==> images/congestion.png <==
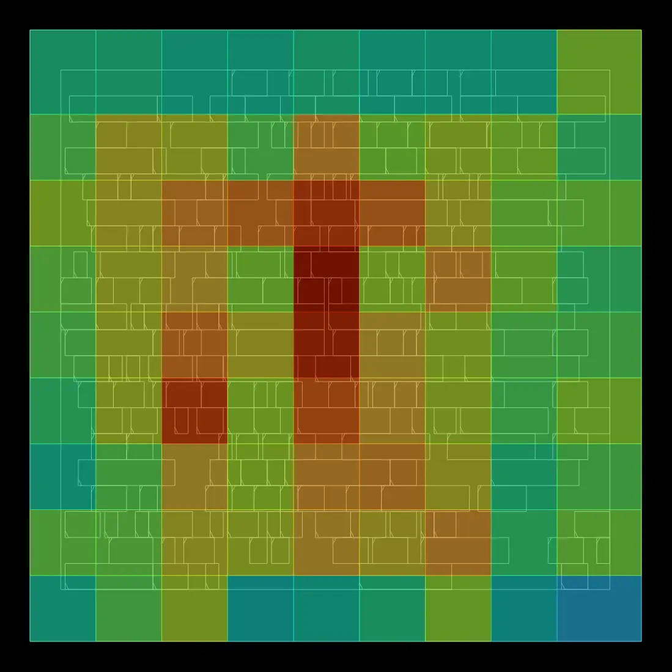
==> images/detail.png <==
Region (17, 30) to (47, 60) microns. Cells in grey, sequential cells in the stronger grey; small squares are vias.
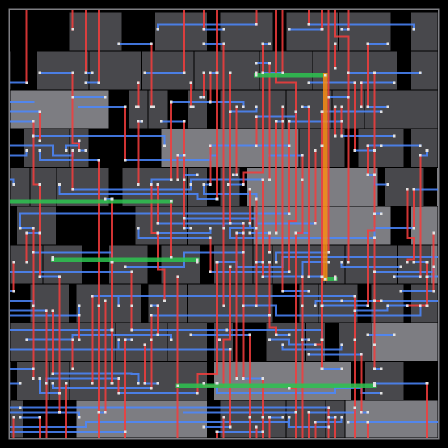
==> images/wires.png <==
Drawn at 6 px/micron. Two of the layers only.
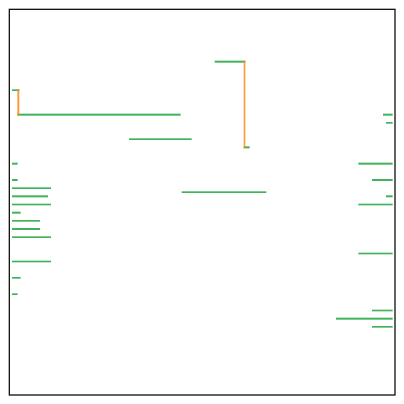
==> images/layer_met1.png <==
Drawn at 6 px/micron. Supply wires on this layer in grey.
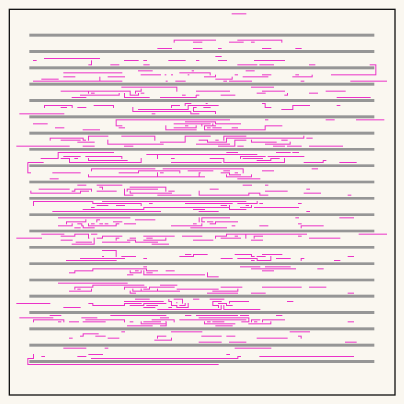
==> images/logic_types.png <==
Drawn at 8 px/micron.
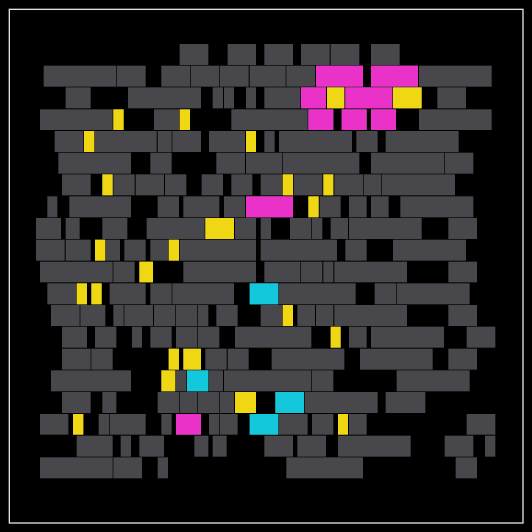
--- src/rtl/control_pkg.sv ---
// Shared control-path definitions: opcodes, ALU codes, operand selects, stage control word.
// Latency: n/a (types and constants only).
// Backpressure: n/a.
package control_pkg;

  localparam int CW_ALU_W = 6;
  localparam int CW_REG_W = 4;

  localparam logic [3:0] OP_ADD = 4'd0;
  localparam logic [3:0] OP_SUB = 4'd1;
  localparam logic [3:0] OP_MUL = 4'd2;
  localparam logic [3:0] OP_AND = 4'd3;
  localparam logic [3:0] OP_OR  = 4'd4;
  localparam logic [3:0] OP_XOR = 4'd5;
  localparam logic [3:0] OP_NOT = 4'd6;
  localparam logic [3:0] OP_MAX = 4'd7;
  localparam logic [3:0] OP_CMP = 4'd8;
  localparam logic [3:0] OP_SLL = 4'd9;
  localparam logic [3:0] OP_SLR = 4'd10;
  localparam logic [3:0] OP_MOV = 4'd11;
  localparam logic [3:0] OP_LD  = 4'd12;
  localparam logic [3:0] OP_ST  = 4'd13;
  localparam logic [3:0] OP_BT  = 4'd14;
  localparam logic [3:0] OP_NOP = 4'd15;

  localparam logic [CW_ALU_W-1:0] ALU_ADD = 6'd0;
  localparam logic [CW_ALU_W-1:0] ALU_SUB = 6'd1;
  localparam logic [CW_ALU_W-1:0] ALU_MUL = 6'd2;
  localparam logic [CW_ALU_W-1:0] ALU_AND = 6'd3;
  localparam logic [CW_ALU_W-1:0] ALU_OR  = 6'd4;
  localparam logic [CW_ALU_W-1:0] ALU_XOR = 6'd5;
  localparam logic [CW_ALU_W-1:0] ALU_NOT = 6'd6;
  localparam logic [CW_ALU_W-1:0] ALU_MAX = 6'd7;
  localparam logic [CW_ALU_W-1:0] ALU_LT  = 6'd8;
  localparam logic [CW_ALU_W-1:0] ALU_EQ  = 6'd9;
  localparam logic [CW_ALU_W-1:0] ALU_LE  = 6'd10;
  localparam logic [CW_ALU_W-1:0] ALU_SLL = 6'd11;
  localparam logic [CW_ALU_W-1:0] ALU_SLR = 6'd12;
  localparam logic [CW_ALU_W-1:0] ALU_NOP = 6'd14;

  localparam logic [1:0] CMP_NOP = 2'd0;
  localparam logic [1:0] CMP_LT  = 2'd1;
  localparam logic [1:0] CMP_EQ  = 2'd2;
  localparam logic [1:0] CMP_LE  = 2'd3;

  localparam logic [1:0] SEL_B_REG = 2'd0;
  localparam logic [1:0] SEL_B_LD  = 2'd1;
  localparam logic [1:0] SEL_B_ST  = 2'd2;

  typedef struct packed {
    logic [CW_ALU_W-1:0] alu_control;
    logic [1:0]          sel_b;
    logic                alu_mux;
    logic                cmp_en;
    logic                branch;
    logic                mem_we;
    logic                mem_re;
    logic                reg_we;
    logic                sel_data_out;
    logic [CW_REG_W-1:0] rd;
  } ctrl_word_t;

  localparam ctrl_word_t CTRL_BUBBLE = '{
    alu_control:  ALU_NOP,
    sel_b:        SEL_B_REG,
    alu_mux:      1'b0,
    cmp_en:       1'b0,
    branch:       1'b0,
    mem_we:       1'b0,
    mem_re:       1'b0,
    reg_we:       1'b0,
    sel_data_out: 1'b0,
    rd:           '0
  };

endpackage

--- src/rtl/control_decode.sv ---
// Opcode + compare mode -> stage control word and register-file read enables.
// Latency: purely combinational.
// Backpressure: none; the caller decides whether the word is used.
module control_decode
  import control_pkg::*;
#(
  parameter int OPCODE_W = 4
) (
  input  logic [OPCODE_W-1:0] opcode,
  input  logic [1:0]          cmp_flag,
  output ctrl_word_t          ctrl,
  output logic                re_a,
  output logic                re_b
);

  logic [3:0] op;

  // Table decode; opcodes with any bit above the low nibble set behave as NOP.
  always_comb begin
    op = opcode[3:0];
    if ((opcode >> 4) != '0) op = OP_NOP;
    ctrl        = CTRL_BUBBLE;
    ctrl.reg_we = 1'b1;
    re_a        = 1'b1;
    re_b        = 1'b1;
    case (op)
      OP_ADD: ctrl.alu_control = ALU_ADD;
      OP_SUB: ctrl.alu_control = ALU_SUB;
      OP_MUL: ctrl.alu_control = ALU_MUL;
      OP_AND: ctrl.alu_control = ALU_AND;
      OP_OR:  ctrl.alu_control = ALU_OR;
      OP_XOR: ctrl.alu_control = ALU_XOR;
      OP_NOT: begin
        ctrl.alu_control = ALU_NOT;
        re_b             = 1'b0;
      end
      OP_MAX: ctrl.alu_control = ALU_MAX;
      OP_CMP: begin
        ctrl.cmp_en = 1'b1;
        ctrl.reg_we = 1'b0;
        case (cmp_flag)
          CMP_LT:  ctrl.alu_control = ALU_LT;
          CMP_EQ:  ctrl.alu_control = ALU_EQ;
          CMP_LE:  ctrl.alu_control = ALU_LE;
          default: ctrl.alu_control = ALU_NOP;
        endcase
      end
      OP_SLL: ctrl.alu_control = ALU_SLL;
      OP_SLR: ctrl.alu_control = ALU_SLR;
      OP_MOV: begin
        ctrl.alu_mux = 1'b1;
        re_a         = 1'b0;
        re_b         = 1'b0;
      end
      OP_LD: begin
        ctrl.alu_control  = ALU_ADD;
        ctrl.sel_b        = SEL_B_LD;
        ctrl.mem_re       = 1'b1;
        ctrl.sel_data_out = 1'b1;
        re_b              = 1'b0;
      end
      OP_ST: begin
        ctrl.alu_control = ALU_ADD;
        ctrl.sel_b       = SEL_B_ST;
        ctrl.mem_we      = 1'b1;
        ctrl.reg_we      = 1'b0;
      end
      OP_BT: begin
        ctrl.branch = 1'b1;
        ctrl.reg_we = 1'b0;
        re_a        = 1'b0;
        re_b        = 1'b0;
      end
      default: begin
        ctrl.reg_we = 1'b0;
        re_a        = 1'b0;
        re_b        = 1'b0;
      end
    endcase
  end

endmodule

--- src/rtl/control_pipe.sv ---
// Pipelined control: decode once, carry control word EX -> MEM -> WB with hazard interlocks.
// Latency: accept in N -> EX N+1, MEM N+2, WB N+3; a MUL adds MUL_CYCLES-1 to MEM/WB.
// Backpressure: instr_ready drops for load-use and MUL hold; a taken branch accepts and drops.
module control_pipe
  import control_pkg::*;
#(
  parameter int OPCODE_W   = 4,
  parameter int ALU_CTRL_W = 6,
  parameter int REG_ADDR_W = 4,
  parameter int MUL_CYCLES = 3
) (
  input  logic                  clk,
  input  logic                  rst_n,
  input  logic                  instr_valid,
  output logic                  instr_ready,
  input  logic [OPCODE_W-1:0]   opcode,
  input  logic [1:0]            cmp_flag,
  input  logic [REG_ADDR_W-1:0] rs_a,
  input  logic [REG_ADDR_W-1:0] rs_b,
  input  logic [REG_ADDR_W-1:0] rd,
  input  logic                  branch_taken,
  output logic                  re_a,
  output logic                  re_b,
  output logic [ALU_CTRL_W-1:0] ex_alu_control,
  output logic [1:0]            ex_sel_b,
  output logic                  ex_alu_mux,
  output logic                  ex_cmp_en,
  output logic                  ex_branch,
  output logic                  mem_we,
  output logic                  mem_re,
  output logic                  wb_reg_we,
  output logic                  wb_sel_data_out,
  output logic [REG_ADDR_W-1:0] wb_rd
);

  localparam int CNT_W = (MUL_CYCLES > 1) ? $clog2(MUL_CYCLES) : 1;
  localparam logic [CNT_W-1:0] MUL_LOAD = CNT_W'(MUL_CYCLES - 1);

  ctrl_word_t          dec_word;
  ctrl_word_t          ex_q, ex_d;
  logic                mem_we_q, mem_re_q, mem_reg_we_q, mem_sel_q;
  logic [CW_REG_W-1:0] mem_rd_q;
  logic                wb_reg_we_q, wb_sel_q;
  logic [CW_REG_W-1:0] wb_rd_q;
  logic [CNT_W-1:0]    mul_cnt, mul_cnt_d;
  logic                hold, flush, load_use, accept;

  control_decode #(.OPCODE_W(OPCODE_W)) u_decode (
    .opcode   (opcode),
    .cmp_flag (cmp_flag),
    .ctrl     (dec_word),
    .re_a     (re_a),
    .re_b     (re_b)
  );

  // Hazard detection: MUL occupancy, taken branch in EX, and a load whose result is needed now.
  always_comb begin
    hold     = (mul_cnt != '0);
    flush    = ex_q.branch && branch_taken;
    load_use = instr_valid && ex_q.mem_re &&
               ((re_a && (CW_REG_W'(rs_a) == ex_q.rd)) ||
                (re_b && (CW_REG_W'(rs_b) == ex_q.rd)));
    // A flush consumes the presented instruction so fetch can move on to the target.
    instr_ready = flush || (!hold && !load_use);
    accept      = instr_valid && instr_ready && !flush;
  end

  // Next EX word and MUL occupancy counter.
  always_comb begin
    ex_d      = CTRL_BUBBLE;
    mul_cnt_d = '0;
    if (hold) begin
      ex_d      = ex_q;
      mul_cnt_d = mul_cnt - 1'b1;
    end else if (accept) begin
      ex_d    = dec_word;
      ex_d.rd = CW_REG_W'(rd);
      if (dec_word.alu_control == ALU_MUL) mul_cnt_d = MUL_LOAD;
    end
  end

  // Stage registers; MEM takes bubbles while EX is held, WB always drains MEM.
  always_ff @(posedge clk or negedge rst_n) begin
    if (!rst_n) begin
      ex_q         <= CTRL_BUBBLE;
      mul_cnt      <= '0;
      mem_we_q     <= 1'b0;
      mem_re_q     <= 1'b0;
      mem_reg_we_q <= 1'b0;
      mem_sel_q    <= 1'b0;
      mem_rd_q     <= '0;
      wb_reg_we_q  <= 1'b0;
      wb_sel_q     <= 1'b0;
      wb_rd_q      <= '0;
    end else begin
      ex_q         <= ex_d;
      mul_cnt      <= mul_cnt_d;
      mem_we_q     <= hold ? 1'b0 : ex_q.mem_we;
      mem_re_q     <= hold ? 1'b0 : ex_q.mem_re;
      mem_reg_we_q <= hold ? 1'b0 : ex_q.reg_we;
      mem_sel_q    <= hold ? 1'b0 : ex_q.sel_data_out;
      mem_rd_q     <= hold ? '0   : ex_q.rd;
      wb_reg_we_q  <= mem_reg_we_q;
      wb_sel_q     <= mem_sel_q;
      wb_rd_q      <= mem_rd_q;
    end
  end

  assign ex_alu_control  = ALU_CTRL_W'(ex_q.alu_control);
  assign ex_sel_b        = ex_q.sel_b;
  assign ex_alu_mux      = ex_q.alu_mux;
  assign ex_cmp_en       = ex_q.cmp_en;
  assign ex_branch       = ex_q.branch;
  assign mem_we          = mem_we_q;
  assign mem_re          = mem_re_q;
  assign wb_reg_we       = wb_reg_we_q;
  assign wb_sel_data_out = wb_sel_q;
  assign wb_rd           = REG_ADDR_W'(wb_rd_q);

endmodule

--- config.mk ---
export PLATFORM = sky130hd
export DESIGN_NAME = control_pipe
export DESIGN_NICKNAME = d
export VERILOG_FILES = /design/src/rtl/control_pkg.sv /design/src/rtl/control_decode.sv /design/src/rtl/control_pipe.sv
export SDC_FILE = /design/constraint.sdc
export NUM_CORES = 1
export LEC_CHECK = 0
export CORE_MARGIN = 3
export CORE_UTILIZATION = 48
export CTS_CLUSTER_SIZE = 30
export DETAILED_ROUTE_END_ITERATION = 10
export MAX_ROUTING_LAYER = met4
export PLACE_DENSITY = 0.8
export SLEW_MARGIN = 5
export SYNTH_ARGS = -nofsm -noshare
export SYNTH_HDL_FRONTEND = slang
export SYNTH_SLANG_ARGS = --single-unit
--- constraint.sdc ---
create_clock -name clk -period 1.9 [get_ports clk]
set_input_delay 0.285 -clock clk [delete_from_list [all_inputs] [get_ports clk]]
set_output_delay 0.285 -clock clk [all_outputs]
set_load 0.01 [all_outputs]
==> impl_metrics.json <==
{
  "nonClkBufAreaFrac_pct": 27.1,
  "clkTransAtPathRegs_ps": 100,
  "crit_family": "flip-flops",
  "seqPwrFrac_pct": 46.2,
  "arrival_ps": 1520,
  "hold_violations": 0,
  "fillers": 236,
  "dpl_cell_area_sq_um": 2150,
  "worstPathCellList": "xnor2_1 -> nand4_1 -> o22ai_1 -> a41oi_1 -> buf_2",
  "postRouteAntennaNets": 0,
  "core_sq_um": 3130,
  "postCtsSetupRepairBufs": 0,
  "avgViaCountPerCell": 4.98,
  "seq_cells": 31,
  "min_path_type": "in -> async",
  "seq_area_share_pct": 34.4,
  "cts_buffer_depth": 2,
  "endpoint_kind": "output pin",
  "drt_iter0_drc": 56,
  "setup_ws_ps": 94.4,
  "status": "completed",
  "cp.required_ps": 1620,
  "ys.warnings.count": 0,
  "ys_cells": 142,
  "layout-drive-gt1-share_pct": 31.7,
  "ys_top_logic_family": "AND-OR/OR-AND gates",
  "critPathSlowestCell": "dfrtp_2",
  "pg_seq_w": 0.000720,
  "cts_resized": 5,
  "die_y_microns": 64.0,
  "sw_frac_of_total_pct": 24.3
}
## Picture notes: congestion.png
met2 usage: 35.0%
met1 Track Usage GR: 24.7%
busiest grt layer: met2

## Picture notes: detail.png
blue -> metal 1
green -> metal 3
red -> metal 2
orange -> metal 4
cells with their middle in the window = 74
sequential cells in the window = 8
netlist names of flops here include = ex_q (5)
most frequent = clkdlybuf4s50_1 (14), buf_4 (10), nand2_1 (6)

## Picture notes: wires.png
green -> metal 3  # wire length 139 microns
orange -> metal 4  # wire length 18.4 microns
DRT Wirelength: 3560 microns
total track usage: 21.0%
via count: 1224
WL per Instance: 14.5 microns

## Picture notes: layer_met1.png
nets with wire on the layer = 196
wire length on this layer = 1540 microns
longest straight run = 31.7 microns
main direction = horizontal

## Picture notes: logic_types.png
cyan -> AND-OR and OR-AND gates  # cells 4, where bottom middle
magenta -> XOR/XNOR gates  # cells 9
yellow -> NAND gates  # cells 24

layout by cell type, fill, tap and decap left out, drive strengths merged, types with 2 or more instances in the layout:
cell type,n
a21oi,4
and2,7
buf,28
clkbuf,6
clkdlybuf4s50,36
conb,2
dfrtp,28
dfstp,3
dlygate4sd2,4
ha,2
inv,9
nand2,17
nand3,4
nand4,2
nor2,7
nor2b,2
o21ai,4
o22ai,3
o31ai,9
o32a,3
o41ai,2
xnor2,8
metal layers:
| metal | wire length (microns) | part of all wire (%) |
|---|---|---|
| met3 | 138 | 3.9 |
| met4 | 18 | 0.51 |
| met5 | 0 | 0 |
| met2 | 1860 | 52 |
| met1 | 1540 | 43 |
state kept, by name (all words and copies together) (netlist names):
signal           count
ex_alu_control       4
ex_alu_mux           1
ex_branch            1
ex_cmp_en            1
ex_q                 7
ex_sel_b             2
mem_rd_q             4
mem_re               1
mem_reg_we_q         1
mem_we               1
mul_cnt              2
wb_rd                4
wb_reg_we            1
wb_sel_data_out      1
synthesized netlist by cell type (2+ instances only):
cell      count  area (sq um)
nand4_1       2          12.5
a21oi_1       4          20.0
o31ai_4       2          42.5
buf_4        11          82.6
nand3_2       2          20.0
and2_1        7          43.8
o22ai_2       2          25.0
ha_1          2          25.0
inv_1         9          33.8
o31ai_1       2          15.0
o31ai_2       5          62.6
dfstp_2       3          78.8
nor2b_1       2          12.5
dfrtp_1      28           701
xnor2_1       8          70.1
nor2_1        7          26.3
nand3_1       2          10.0
o32a_1        3          30.0
buf_6         2          22.5
clkbuf_1      3          11.3
o21ai_2       2          17.5
o21ai_0       2          10.0
nand2_1      17          63.8
